**src/rtl/alu_serial_seq.sv**
```systemverilog
// alu_serial_seq: bit-serial sequencer driving a 1-bit ALU slice LSB-first and assembling the result.
// Optional signed-overflow flag enabled by defining ALU_SERIAL_OVF_EN.
module alu_serial_seq #(
  parameter int WIDTH = 8,
  parameter int CNT_W = $clog2(WIDTH)
) (
  input  logic             clk,
  input  logic             rst,
  input  logic             in_valid,
  output logic             in_ready,
  input  logic [WIDTH-1:0] in_a,
  input  logic [WIDTH-1:0] in_b,
  input  logic [2:0]       in_sel,
  output logic             slice_a,
  output logic             slice_b,
  output logic [2:0]       slice_sel,
  output logic             slice_cin,
  input  logic             slice_out,
  input  logic             slice_cout,
  output logic             out_valid,
  input  logic             out_ready,
  output logic [WIDTH-1:0] out_result,
  output logic             out_cout,
  output logic             out_zero,
  output logic             out_ovf
);
  typedef enum logic [1:0] {S_IDLE, S_RUN, S_DONE} state_t;
  state_t           r_state;
  logic [WIDTH-1:0] r_a, r_b, r_result;
  logic [WIDTH-2:0] r_res;
  logic [2:0]       r_sel;
  logic [CNT_W-1:0] r_cnt;
  logic             r_carry, r_in_ready, r_out_valid, r_cout, r_zero;
  logic             w_run, w_arith, w_last;
  logic [WIDTH-1:0] w_shift;
  assign w_run   = r_state == S_RUN;
  assign w_arith = r_sel == 3'b110 || r_sel == 3'b101;
  assign w_last  = r_cnt == CNT_W'(WIDTH - 1);
  // Incoming bit lands on top; on the last edge this is the complete word.
  assign w_shift = {slice_out, r_res};
  assign slice_a    = w_run ? r_a[0] : 1'b0;
  assign slice_b    = w_run ? r_b[0] : 1'b0;
  assign slice_sel  = w_run ? r_sel : 3'b000;
  assign slice_cin  = w_run ? r_carry : 1'b0;
  assign in_ready   = r_in_ready;
  assign out_valid  = r_out_valid;
  assign out_result = r_result;
  assign out_cout   = r_cout;
  assign out_zero   = r_zero;
  always_ff @(posedge clk) begin
    if (rst) begin
      r_state     <= S_IDLE;
      r_a         <= '0;
      r_b         <= '0;
      r_res       <= '0;
      r_sel       <= '0;
      r_cnt       <= '0;
      r_carry     <= 1'b0;
      r_in_ready  <= 1'b1;
      r_out_valid <= 1'b0;
      r_result    <= '0;
      r_cout      <= 1'b0;
      r_zero      <= 1'b0;
    end else begin
      case (r_state)
        S_IDLE: if (in_valid) begin
          r_a        <= in_a;
          r_b        <= in_b;
          r_sel      <= in_sel;
          r_carry    <= in_sel == 3'b101;
          r_cnt      <= '0;
          r_in_ready <= 1'b0;
          r_state    <= S_RUN;
        end
        S_RUN: begin
          r_res   <= w_shift[WIDTH-1:1];
          r_a     <= r_a >> 1;
          r_b     <= r_b >> 1;
          r_carry <= slice_cout;
          r_cnt   <= r_cnt + CNT_W'(1);
          if (w_last) begin
            r_state     <= S_DONE;
            r_out_valid <= 1'b1;
            r_result    <= w_shift;
            r_cout      <= w_arith & slice_cout;
            r_zero      <= ~|w_shift;
          end
        end
        S_DONE: if (out_ready) begin
          r_state     <= S_IDLE;
          r_out_valid <= 1'b0;
          r_in_ready  <= 1'b1;
        end
        default: r_state <= S_IDLE;
      endcase
    end
  end
`ifdef ALU_SERIAL_OVF_EN
  logic r_ovf;
  // Carry into the MSB is r_carry on the last edge; XOR with carry out gives signed overflow.
  always_ff @(posedge clk) begin
    if (rst) r_ovf <= 1'b0;
    else if (w_run && w_last) r_ovf <= w_arith & (r_carry ^ slice_cout);
  end
  assign out_ovf = r_ovf;
`else
  assign out_ovf = 1'b0;
`endif
endmodule
```
**config.mk**
```make
export PLATFORM = sky130hd
export DESIGN_NAME = alu_serial_seq
export DESIGN_NICKNAME = d
export VERILOG_FILES = /design/src/rtl/alu_serial_seq.sv
export SDC_FILE = /design/constraint.sdc
export NUM_CORES = 1
export LEC_CHECK = 0
export CAP_MARGIN = 30
export CORE_ASPECT_RATIO = 0.7
export CORE_MARGIN = 4
export CORE_UTILIZATION = 45
export CTS_CLUSTER_DIAMETER = 200
export DETAILED_ROUTE_END_ITERATION = 6
export PLACE_DENSITY = 0.8
export SLEW_MARGIN = 20
export SYNTH_ARGS = -nofsm -noshare
export SYNTH_HDL_FRONTEND = slang
export SYNTH_SLANG_ARGS = --single-unit
```
**constraint.sdc**
```tcl
create_clock -name clk -period 2.6 [get_ports clk]
set_input_delay 0.26 -clock clk [delete_from_list [all_inputs] [get_ports clk]]
set_output_delay 0.26 -clock clk [all_outputs]
set_load 0.005 [all_outputs]
```
==> tab_implementation.tex <==
% Table of physical implementation metrics
\begin{tabular}{lr}
\hline
Metric & Value \\
\hline
\multicolumn{2}{l}{\textbf{Final layout}} \\
Multi-input combinational cell count & 164 \\
Fill cell total of the finished layout & 368 \\
Net total in the final layout & 288 \\
Cell Count, Final, Fillers Out & 314 \\
Most area-hungry cell class in the final design & multi-input combinational cells \\
Non-clock buffering overhead in the final layout & 0.1893 \\
Clock network area share & 0.03785 \\
Inverter tally of the final layout excluding the clock network & 0 \\
Top Layout Cells & 54 x sky130\_fd\_sc\_hd\_\_nand2\_1, 44 x sky130\_fd\_sc\_hd\_\_dfxtp\_1, 42 x sky130\_fd\_sc\_hd\_\_clkdlybuf4s50\_1, 40 x sky130\_fd\_sc\_hd\_\_a21oi\_1, 20 x sky130\_fd\_sc\_hd\_\_nor2\_1 \\
Sequential cell area in the final layout & 880.8 um2 \\
Number of non-clock buffers in the layout & 46 \\
Logic area & 893.4 um2 \\
Fraction of layout instances using a drive strength above 1 & 0.08015 \\
Commonest non-fill, non-tap cell in the layout & sky130\_fd\_sc\_hd\_\_nand2\_1 \\
N\_diodes & 0 \\
Comb area share & 0.3754 \\
Area Growth Syn to Fin & 26.21\% \\
\multicolumn{2}{l}{\textbf{Global routing}} \\
Via count of the first global-routing pass & 1589 \\
Maximum number of pins on one net before global-route repair & 45 \\
GR Layer Usage met3 & 0.05945 \\
Antenna violations before repair & 0 \\
Global-route wire length before repair & 7410 um \\
Met2 Track Usage GR & 0.2626 \\
Most crowded layer after global routing & met2 \\
Met1 GRT Util & 0.2245 \\
Total congestion overflow after global routing & 0 \\
\multicolumn{2}{l}{\textbf{Run}} \\
Number of warning messages in the logs & 26 \\
Maximum Capacitance Violations & 0 \\
\multicolumn{2}{l}{\textbf{Placed design}} \\
Area after DPL & 2290 um2 \\
Final estimated routing congestion in global placement & 0.7997 \\
Placed wire-length estimate after detailed placement & 2862 um \\
Port Buffers & 42 \\
Post-place setup slack & 0.5914 ns \\
Number of placed instances with taps included & 306 \\
\multicolumn{2}{l}{\textbf{Timing}} \\
Tightest hold margin & 0.4561 ns \\
Period utilization & 0.8937 \\
Final hold violation count & 0 \\
Achievable Freq & 430.3 MHz \\
Setup repair after global routing missed its margin & no \\
Final setup slack of the worst path & 0.2763 ns \\
Accumulated negative setup slack & 0 ns \\
Min Clock Period, post-route & 2.324 ns \\
Final count of pins violating max slew & 0 \\
Setup violators final & 0 \\
\multicolumn{2}{l}{\textbf{Clock tree}} \\
Clock tree from TritonCTS & yes \\
Number of buffers inserted by post-CTS setup repair & 0 \\
Clock buffers created by TritonCTS & 5 \\
Number of gates resized after CTS & 0 \\
Clock input transition at the sequential cells of the worst setup and hold paths & 0.07 ns \\
Clock buffer depth & 2 \\
Clock Tree Root & sky130\_fd\_sc\_hd\_\_clkbuf\_8 \\
Count of H-tree levels built during CTS & 2 \\
Total clock sinks & 44 \\
Hold-fix buffers at CTS & 0 \\
\multicolumn{2}{l}{\textbf{Synth}} \\
Seq share, synth & 0.4672 \\
Net count after synthesis & 253 \\
Number of unique standard cell types used by synthesis & 33 \\
Chip Area, Yosys & 1886 um2 \\
Post-synth regs & 44 \\
Commonest flop & sky130\_fd\_sc\_hd\_\_dfxtp\_1 \\
Fraction of synthesized cell area taken by the top area cell type & 0.4672 \\
Most repeated cell in the gate-level netlist after synthesis & sky130\_fd\_sc\_hd\_\_nand2\_1 \\
Synth warnings & 0 \\
Synthesized instance count & 226 \\
Synth top cells by count & 54 x sky130\_fd\_sc\_hd\_\_nand2\_1, 44 x sky130\_fd\_sc\_hd\_\_dfxtp\_1, 40 x sky130\_fd\_sc\_hd\_\_a21oi\_1, 20 x sky130\_fd\_sc\_hd\_\_nor2\_1, 8 x sky130\_fd\_sc\_hd\_\_a211oi\_1 \\
Post-synth area hogs & sky130\_fd\_sc\_hd\_\_dfxtp\_1 47\%, sky130\_fd\_sc\_hd\_\_nand2\_1 11\%, sky130\_fd\_sc\_hd\_\_a21oi\_1 11\%, sky130\_fd\_sc\_hd\_\_a211oi\_2 4.0\%, sky130\_fd\_sc\_hd\_\_nor2\_1 4.0\% \\
Post-synthesis instance area & 1886 um2 \\
Proportion of register bits with asynchronous set or reset after synthesis & 0 \\
Mapped Avg Cell Area & 8.343 um2 \\
Number of flops mapped to enable cells by yosys & 0 \\
Cell taking the most area after synthesis & sky130\_fd\_sc\_hd\_\_dfxtp\_1 \\
Cell total in the yosys stat output & 226 \\
\multicolumn{2}{l}{\textbf{Floorplanning}} \\
Well tap count & 52 \\
Starting density of the core & 0.4749 \\
Floorplan die width & 85.37 um \\
Area of the die & 5307 um2 \\
I/O pin cnt & 44 \\
\multicolumn{2}{l}{\textbf{Setup path}} \\
Ordered cell list for the critical path & nor2b\_2 > and2\_1 > clkdlybuf4s50\_1 \\
Startpoint of the worst-slack reg-to-reg timing path & r\_state[0] \\
Critical Path Slowest Stage Cell & sky130\_fd\_sc\_hd\_\_dfxtp\_1 \\
Startpoint type of the worst setup path & register \\
Worst Setup EP & slice\_b \\
Largest stage delay, worst path & 0.57 ns \\
Crit path buf inv count & 1 \\
Critical path launch point & r\_state[0] \\
Reg2reg end & r\_b[1] \\
Type of the setup path with the least slack & register to primary output \\
Biggest fanout along the worst timing path & 12 \\
R2r setup slk & 0.86 ns \\
Cell type group with the largest total delay on the critical path & simple AND/OR/NAND/NOR gates \\
Reg2Reg Depth & 4 \\
Signal arrival time at the worst endpoint & 2.06 ns \\
Kind of end point of the critical path & primary output \\
Depth of the critical timing path with buffers and inverters included & 3 \\
Required time of the worst setup path & 2.34 ns \\
\multicolumn{2}{l}{\textbf{Route}} \\
Avg Vias per Cell & 5.162 \\
Met3 wire length & 280 um \\
Met1 wire length & 1995 um \\
DR DRC count & 0 \\
Detailed-router iteration count before antenna repair & 4 \\
Number of routed nets with antenna violations & 0 \\
Top sig layer & met4 \\
Number of DRC markers in iteration 0 & 152 \\
Detail Route met2 WL & 1895 um \\
\multicolumn{2}{l}{\textbf{Worst hold path}} \\
Hold Path Stages & 2 \\
Path type of the worst min-delay path & register to register \\
Worst Hold Launch & out\_result[5] \\
Min-Delay Endpoint & out\_result[5] \\
\multicolumn{2}{l}{\textbf{Power}} \\
Total chip power & 1.353 mW \\
Power density cells & 568.5 nW/um2 \\
Leak Pwr & 0.8792 nW \\
Worst-case vdd ir drop & 0.0002771 V \\
\multicolumn{2}{l}{\textbf{Run status}} \\
Result of the run & finished clean \\
\hline
\end{tabular}
## cells by family after synthesis
logic type	share of synthesized area
flops	0.4672
buf+inv	0.05905
other cells	0.001989
compound gates	0.2177
xor+xnor	0.004646
fa+ha+maj	0.01327
mux	0.005309
simple gates	0.2309
## where the power goes
| group | total [mW] | internal [mW] | switching (mW) |
|---|---|---|---|
| Clock | 0.444 | 0.217 | 0.227 |
| Sequential | 0.727 | 0.706 | 0.0219 |
| Combinational | 0.181 | 0.0890 | 0.0923 |
| Total | 1.35 | 1.01 | 0.342 |
## flip-flops by register name, indices dropped and copies added, names as in the netlist
register	flops
r_state	2
out_valid	1
in_ready	1
out_result	8
r_sel	3
r_carry	1
r_res	7
out_cout	1
out_zero	1
r_cnt	3
r_a	8
r_b	8
Fig. 1: power grid
The bar under the picture is 20 um long. Pins as bars on the die edge.
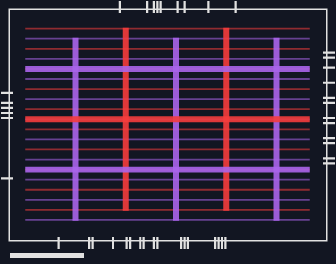
legend:
  VSS:
    color: purple
  VDD:
    color: red
met5 straps: 3
rows: 19
met1 rails: 20
met4 straps: 5
signal pins: 44
total core area: 3970 um2
die height: 62.16 um

Fig. 2: placement by cell class
Fill, decap, tap and diode cells in gray.
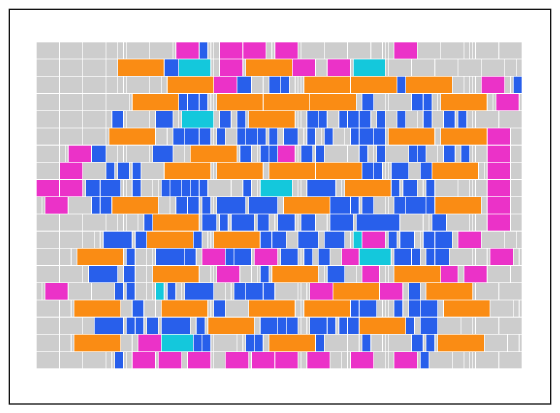
legend:
  all other logic:
    color: blue
    cells: 164
    share_of_their_area: 39%
  flip-flops:
    color: orange
    cells: 44
    share_of_their_area: 38%
  other buffers and delay cells:
    color: magenta
    cells: 46
    share_of_their_area: 19%
  clock drivers and dummy loads:
    color: cyan
    cells: 8
    share_of_their_area: 3.9%
placement row count: 19
final core occ: 0.5994
total non-filler cell area in the finished layout: 2380 um2
register share of the cell area: 0.3701

Fig. 3: clock network drawn from the DEF
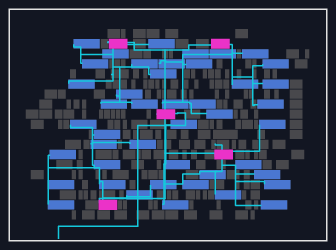
legend:
  clock wires:
    color: cyan
    length: 557 um
  cells driving clock nets:
    color: magenta
    count: 5
  flip-flops:
    color: blue
    count: 44
routed clock nets: 6
proportion of power drawn by the clock network: 0.328
source-to-sink clock delay at the later pin of the worst-skew pair: 0.30 ns
worst-case clock skew: 0.007778 ns
power in the clock group: 0.444 mW

Fig. 4: wiring by layer
The bar under the picture is 20 um long. Two of the layers only.
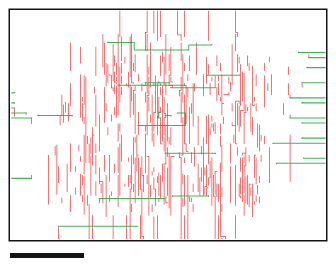
legend:
  met2:
    color: red
    wire_length: 1900 um
  met3:
    color: green
    wire_length: 280 um
Routed WL per cell: 13.50 um
detailed-route wire length: 4238 um
total via count in the routed design: 1621
Total Routing Usage GR: 0.1720

Fig. 5: clock routing
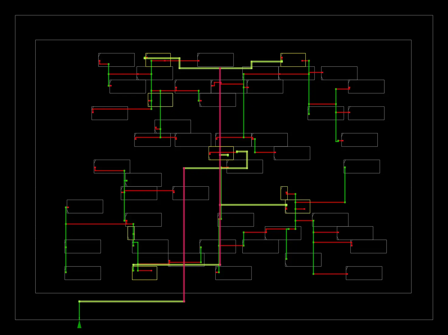
flop count: 44
count of clock buffers in the final design: 8

Power and IR drop assume default switching activity.
